[src/rtl/alu_issue_ctrl.sv]
`default_nettype none
// ============================================================================
// Module  : alu_issue_ctrl
// Purpose : Issue/retire stage around a combinational 32-bit ALU. It holds the
//           ALU operands stable, samples F/Co after a settle interval, and
//           chains Co into the next Ci.
// Revision: 1.0
// ============================================================================
module alu_issue_ctrl #(
    parameter int SETTLE_CYCLES = 1,
    parameter int CNT_W         = 16
) (
    input  logic             clk,
    input  logic             rst,
    input  logic             cmd_valid,
    output logic             cmd_ready,
    input  logic [31:0]      cmd_a,
    input  logic [31:0]      cmd_b,
    input  logic [2:0]       cmd_sel,
    input  logic             cmd_ci,
    input  logic             cmd_chain,
    output logic [31:0]      alu_a,
    output logic [31:0]      alu_b,
    output logic             alu_s0,
    output logic             alu_s1,
    output logic             alu_s2,
    output logic             alu_ci,
    input  logic [31:0]      alu_f,
    input  logic             alu_co,
    output logic             res_valid,
    input  logic             res_ready,
    output logic [31:0]      res_f,
    output logic             res_co,
    output logic             res_zero,
    output logic             carry_q,
    output logic [CNT_W-1:0] ops_done
);

    // The settle counter runs from SETTLE_CYCLES-1 down to 0.
    localparam int CW = (SETTLE_CYCLES > 1) ? $clog2(SETTLE_CYCLES) : 1;
    localparam logic [CW-1:0] CNT_LOAD = CW'(SETTLE_CYCLES - 1);

    typedef enum logic [1:0] {
        S_IDLE = 2'd0,
        S_EXEC = 2'd1,
        S_HOLD = 2'd2
    } state_t;

    state_t           state_q, state_d;
    logic [31:0]      a_q, a_d, b_q, b_d, f_q, f_d;
    logic [2:0]       sel_q, sel_d;
    logic             ci_q, ci_d, co_q, co_d, zero_q, zero_d, carry_d;
    logic [CW-1:0]    cnt_q, cnt_d;
    logic [CNT_W-1:0] ops_q, ops_d;

    always_ff @(posedge clk or posedge rst) begin
        if (rst) begin
            state_q <= S_IDLE;
            a_q     <= '0;
            b_q     <= '0;
            sel_q   <= '0;
            ci_q    <= 1'b0;
            cnt_q   <= '0;
            f_q     <= '0;
            co_q    <= 1'b0;
            zero_q  <= 1'b0;
            carry_q <= 1'b0;
            ops_q   <= '0;
        end else begin
            state_q <= state_d;
            a_q     <= a_d;
            b_q     <= b_d;
            sel_q   <= sel_d;
            ci_q    <= ci_d;
            cnt_q   <= cnt_d;
            f_q     <= f_d;
            co_q    <= co_d;
            zero_q  <= zero_d;
            carry_q <= carry_d;
            ops_q   <= ops_d;
        end
    end

    always_comb begin
        state_d = state_q;
        a_d     = a_q;
        b_d     = b_q;
        sel_d   = sel_q;
        ci_d    = ci_q;
        cnt_d   = cnt_q;
        f_d     = f_q;
        co_d    = co_q;
        zero_d  = zero_q;
        carry_d = carry_q;
        ops_d   = ops_q;
        case (state_q)
            S_IDLE: begin
                if (cmd_valid) begin
                    a_d     = cmd_a;
                    b_d     = cmd_b;
                    sel_d   = cmd_sel;
                    ci_d    = cmd_chain ? carry_q : cmd_ci;
                    cnt_d   = CNT_LOAD;
                    state_d = S_EXEC;
                end
            end
            S_EXEC: begin
                if (cnt_q == '0) begin
                    f_d     = alu_f;
                    co_d    = alu_co;
                    zero_d  = (alu_f == 32'd0);
                    state_d = S_HOLD;
                end else begin
                    cnt_d = cnt_q - CW'(1);
                end
            end
            S_HOLD: begin
                // Carry only moves on retirement so chained ops see the last retired Co.
                if (res_ready) begin
                    carry_d = co_q;
                    ops_d   = ops_q + CNT_W'(1);
                    state_d = S_IDLE;
                end
            end
            default: state_d = S_IDLE;
        endcase
    end

    assign cmd_ready = (state_q == S_IDLE) && !rst;
    assign res_valid = (state_q == S_HOLD);
    assign alu_a     = a_q;
    assign alu_b     = b_q;
    assign alu_s0    = sel_q[0];
    assign alu_s1    = sel_q[1];
    assign alu_s2    = sel_q[2];
    assign alu_ci    = ci_q;
    assign res_f     = f_q;
    assign res_co    = co_q;
    assign res_zero  = zero_q;
    assign ops_done  = ops_q;

endmodule
`default_nettype wire
[config.mk]
export PLATFORM = sky130hd
export DESIGN_NAME = alu_issue_ctrl
export DESIGN_NICKNAME = d
export VERILOG_FILES = /design/src/rtl/alu_issue_ctrl.sv
export SDC_FILE = /design/constraint.sdc
export NUM_CORES = 1
export LEC_CHECK = 0
export CORE_MARGIN = 4
export CORE_UTILIZATION = 44
export CTS_CLUSTER_DIAMETER = 120
export DETAILED_ROUTE_END_ITERATION = 16
export HOLD_SLACK_MARGIN = 0.06
export PLACE_DENSITY = 0.86
export SLEW_MARGIN = 20
export SYNTH_ARGS = -nofsm -noshare
export SYNTH_HDL_FRONTEND = slang
export SYNTH_SLANG_ARGS = --single-unit
[constraint.sdc]
create_clock -name clk -period 9 [get_ports clk]
set_clock_uncertainty 0.15 [all_clocks]
set_input_delay 1.8 -clock clk [delete_from_list [all_inputs] [get_ports clk]]
set_output_delay 1.8 -clock clk [all_outputs]
set_load 0.03 [all_outputs]
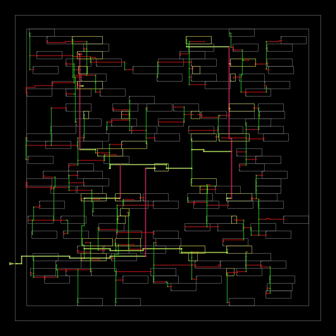
Figure 1: the clock network.
Clock Sink Count: 121
CTS Buf Count: 17

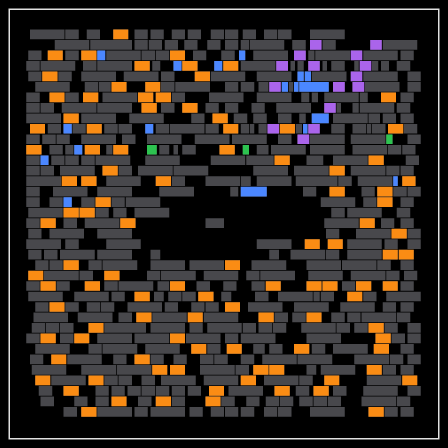
Figure 2: gate families picked out.
family	colour	cells
XOR/XNOR gates	purple	15
NOR gates	blue	18
multiplexers	orange	103
inverting AOI/OAI gates	green	3
number of non-filler instances in the completed layout: 683
Top cell excl fill/tap: sky130_fd_sc_hd__clkdlybuf4s50_1
logic share of the area: 0.207

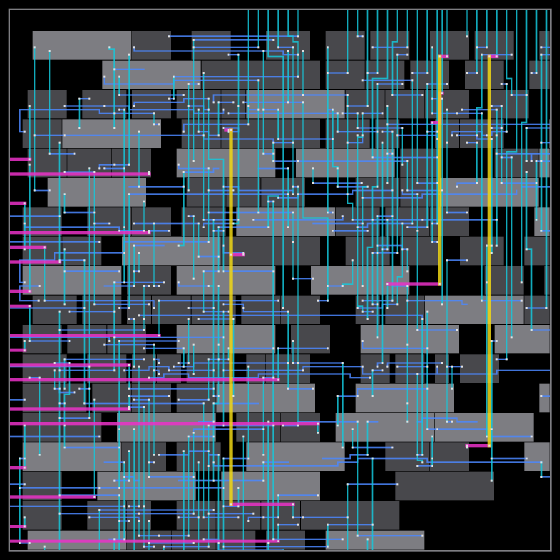
Figure 3: a small window of the routed layout.
Region (3, 58) to (53, 108) um. Cells in grey, sequential cells in the stronger grey; small squares are vias.
layer	colour
met3	magenta
met4	yellow
met1	blue
met2	cyan
sequential cells in the window	28
netlist names of flops here include	res_f (27), res_zero (1)
most frequent	clkdlybuf4s50_1 (58), mux2_2 (29), dfrtp_1 (28)
cells with their middle in the window	134

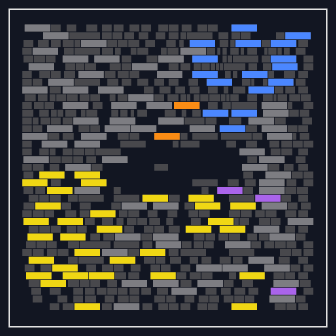
Figure 4: sequential cells grouped by signal name.
Other sequential cells in the stronger grey, the rest of the logic in the fainter grey.
netlist name	colour	placed flops
ops_done	blue	16
alu_b	yellow	32
sel_q	purple	3
state_q	orange	2
not coloured	68
FF/Latch Area: 3030 um^2
Seq/total area: 0.395
Seq. pwr: 0.944 mW
post-layout util: 0.743

==> reports/qor.txt <==
run status - completed
worst-path maximum fanout - 2
peak clock frequency supported by timing - 0.197 GHz
average footprint of a synthesized cell - 15.7 um^2
pin count of the biggest net entering global routing - 67
most frequent logic cells in the routed design - sky130_fd_sc_hd__clkdlybuf4s50_1, sky130_fd_sc_hd__dfrtp_1, sky130_fd_sc_hd__mux2_2, sky130_fd_sc_hd__clkbuf_16, sky130_fd_sc_hd__xnor2_1
chip area from the yosys synthesis statistics - 4670 um^2
unrepaired setup endpoints after global routing - false
proportion of layout cells with a drive suffix above 1 - 0.249
number of primary I/O pins - 227
worst-case hold slack - 0.326 ns
post-route DRC violation count - 0
weighted congestion reported at the end of routability-driven placement - 0.860
Leak Pwr - 3.19 nW
routed len/inst - 18.4 um
sequential element share of the synthesized area - 0.648
CTS Root Cell - sky130_fd_sc_hd__clkbuf_8
worst min-delay path endpoint - res_zero
startpoint of the worst register-to-register path - state_q[1]
CTS clock-pin slew for the worst setup and hold paths - 0.06 ns
Post-synth EDFFs - 0
Cell Rows - 37
Synth flops - 121
Core Region - 10300 um^2
number of cells in the yosys synthesis report - 297
Clk Latency, worst-skew pair - 0.51 ns
wire length of the first global-routing pass - 20100 um
Critical Path Sink Type - primary output
IO buf count - 226
data required time at the worst endpoint - 7.05 ns
hpwl dp - 9250 um
Yosys Warn Count - 0
Max clock buf depth - 2
final-report max-slew violation count - 0
total die area - 12300 um^2
Final Hold Violation Tally - 0
number of nets in the finished design - 641
via count of the first global-routing pass - 3748
Initial DRC Count - 152
shortest clock period the worst path allows after layout - 5.08 ns
Worst EP arrival - 3.13 ns
P per Cell Area - 405 nW/um^2
actual transition at the worst max-transition pin - 0.837 ns
beginning of the worst hold path - res_zero
# resized after CTS - 0
Post-Synthesis Cell Area - 4670 um^2
worst setup slack before clock tree synthesis - 3.91 ns
-- synth_stat cells, drive strengths merged (2+ instances only) --
| library cell | instances | area share |
|---|---|---|
| nand4 | 4 | 0.0054 |
| nor2 | 3 | 0.0024 |
| inv | 3 | 0.0024 |
| mux2 | 102 | 0.25 |
| dfrtp | 121 | 0.65 |
| nor4 | 10 | 0.018 |
| nand2 | 6 | 0.0048 |
| xor2 | 6 | 0.011 |
| buf | 11 | 0.012 |
| nand2b | 2 | 0.0027 |
| xnor2 | 9 | 0.017 |
| nand3 | 6 | 0.0064 |
| nor3 | 4 | 0.0043 |
-- worst max-delay path by stage --
stage,end,slack (ns),cells past startpoint,startpoint
final,cmd_ready,3.92,3,rst
after detailed placement,cmd_ready,3.91,3,rst
after global placement,cmd_ready,3.94,3,rst
after floorplan,alu_a[0],3.84,1,rst
after global routing,cmd_ready,3.90,3,rst
after CTS,cmd_ready,3.91,3,rst
-- registers in the layout (all words and copies together) (netlist names) --
register and flops:
sel_q 3, ops_done 16, res_co 1, carry_q 1
state_q 2, res_f 32, alu_b 32, alu_a 32
alu_ci 1, res_zero 1
-- worst max-delay path, cell delays in order --
cell                              delay, ns
sky130_fd_sc_hd__clkdlybuf4s50_1       0.47
sky130_fd_sc_hd__nor3_1                0.16
sky130_fd_sc_hd__clkdlybuf4s50_1       0.70
-- logic make-up (layout without fill, tap and decap cells) --
kind of cell,after synthesis,after routing,share of synthesized area
xor+xnor,15,15,0.0281
buf+inv,14,264,0.0142
mux,103,103,0.248
compound gates,3,3,0.00375
simple gates,40,40,0.0554
flops,121,121,0.648
fa+ha+maj,1,1,0.00268
-- routing by layer --
metal  wire length, um  up-vias  track usage
met5                 0        -            0
met4               247        0       0.0787
met3              1070       20       0.0895
met2              6670      153        0.371
met1              4570     1661        0.222
li1                  -     1536            -
-- power by group --
group / total [mW] / switching [mW] / leakage [nW] / internal, mW
combinational: 1.50 / 0.800 / 1.47 / 0.698
sequential: 0.944 / 0.149 / 1.44 / 0.795
clock: 0.668 / 0.246 / 0.276 / 0.421
total: 3.11 / 1.20 / 3.19 / 1.91
-- through the flow --
stage / utilization / power (mW) / std cells
2_1_floorplan: - / 1.79 / 297
3_3_place_gp: 0.686 / 2.41 / 651
3_5_place_dp: 0.686 / 2.46 / 651
4_1_cts: 0.743 / 3.15 / 683
5_1_grt: 0.743 / 3.25 / 683
6_report: 0.743 / 3.11 / 683
-- final cells by class --
type / instances / area (um^2)
Inverter: 3 / 13.8
Tap cell: 136 / 170
Timing Repair Buffer: 229 / 2280
Sequential cell: 121 / 3030
Clock buffer: 17 / 414
Fill cell: 670 / 2650
Clock inverter: 15 / 178
Multi-Input combinational cell: 162 / 1590
Power figures rest on the tool's default switching activity, not on a simulated workload.
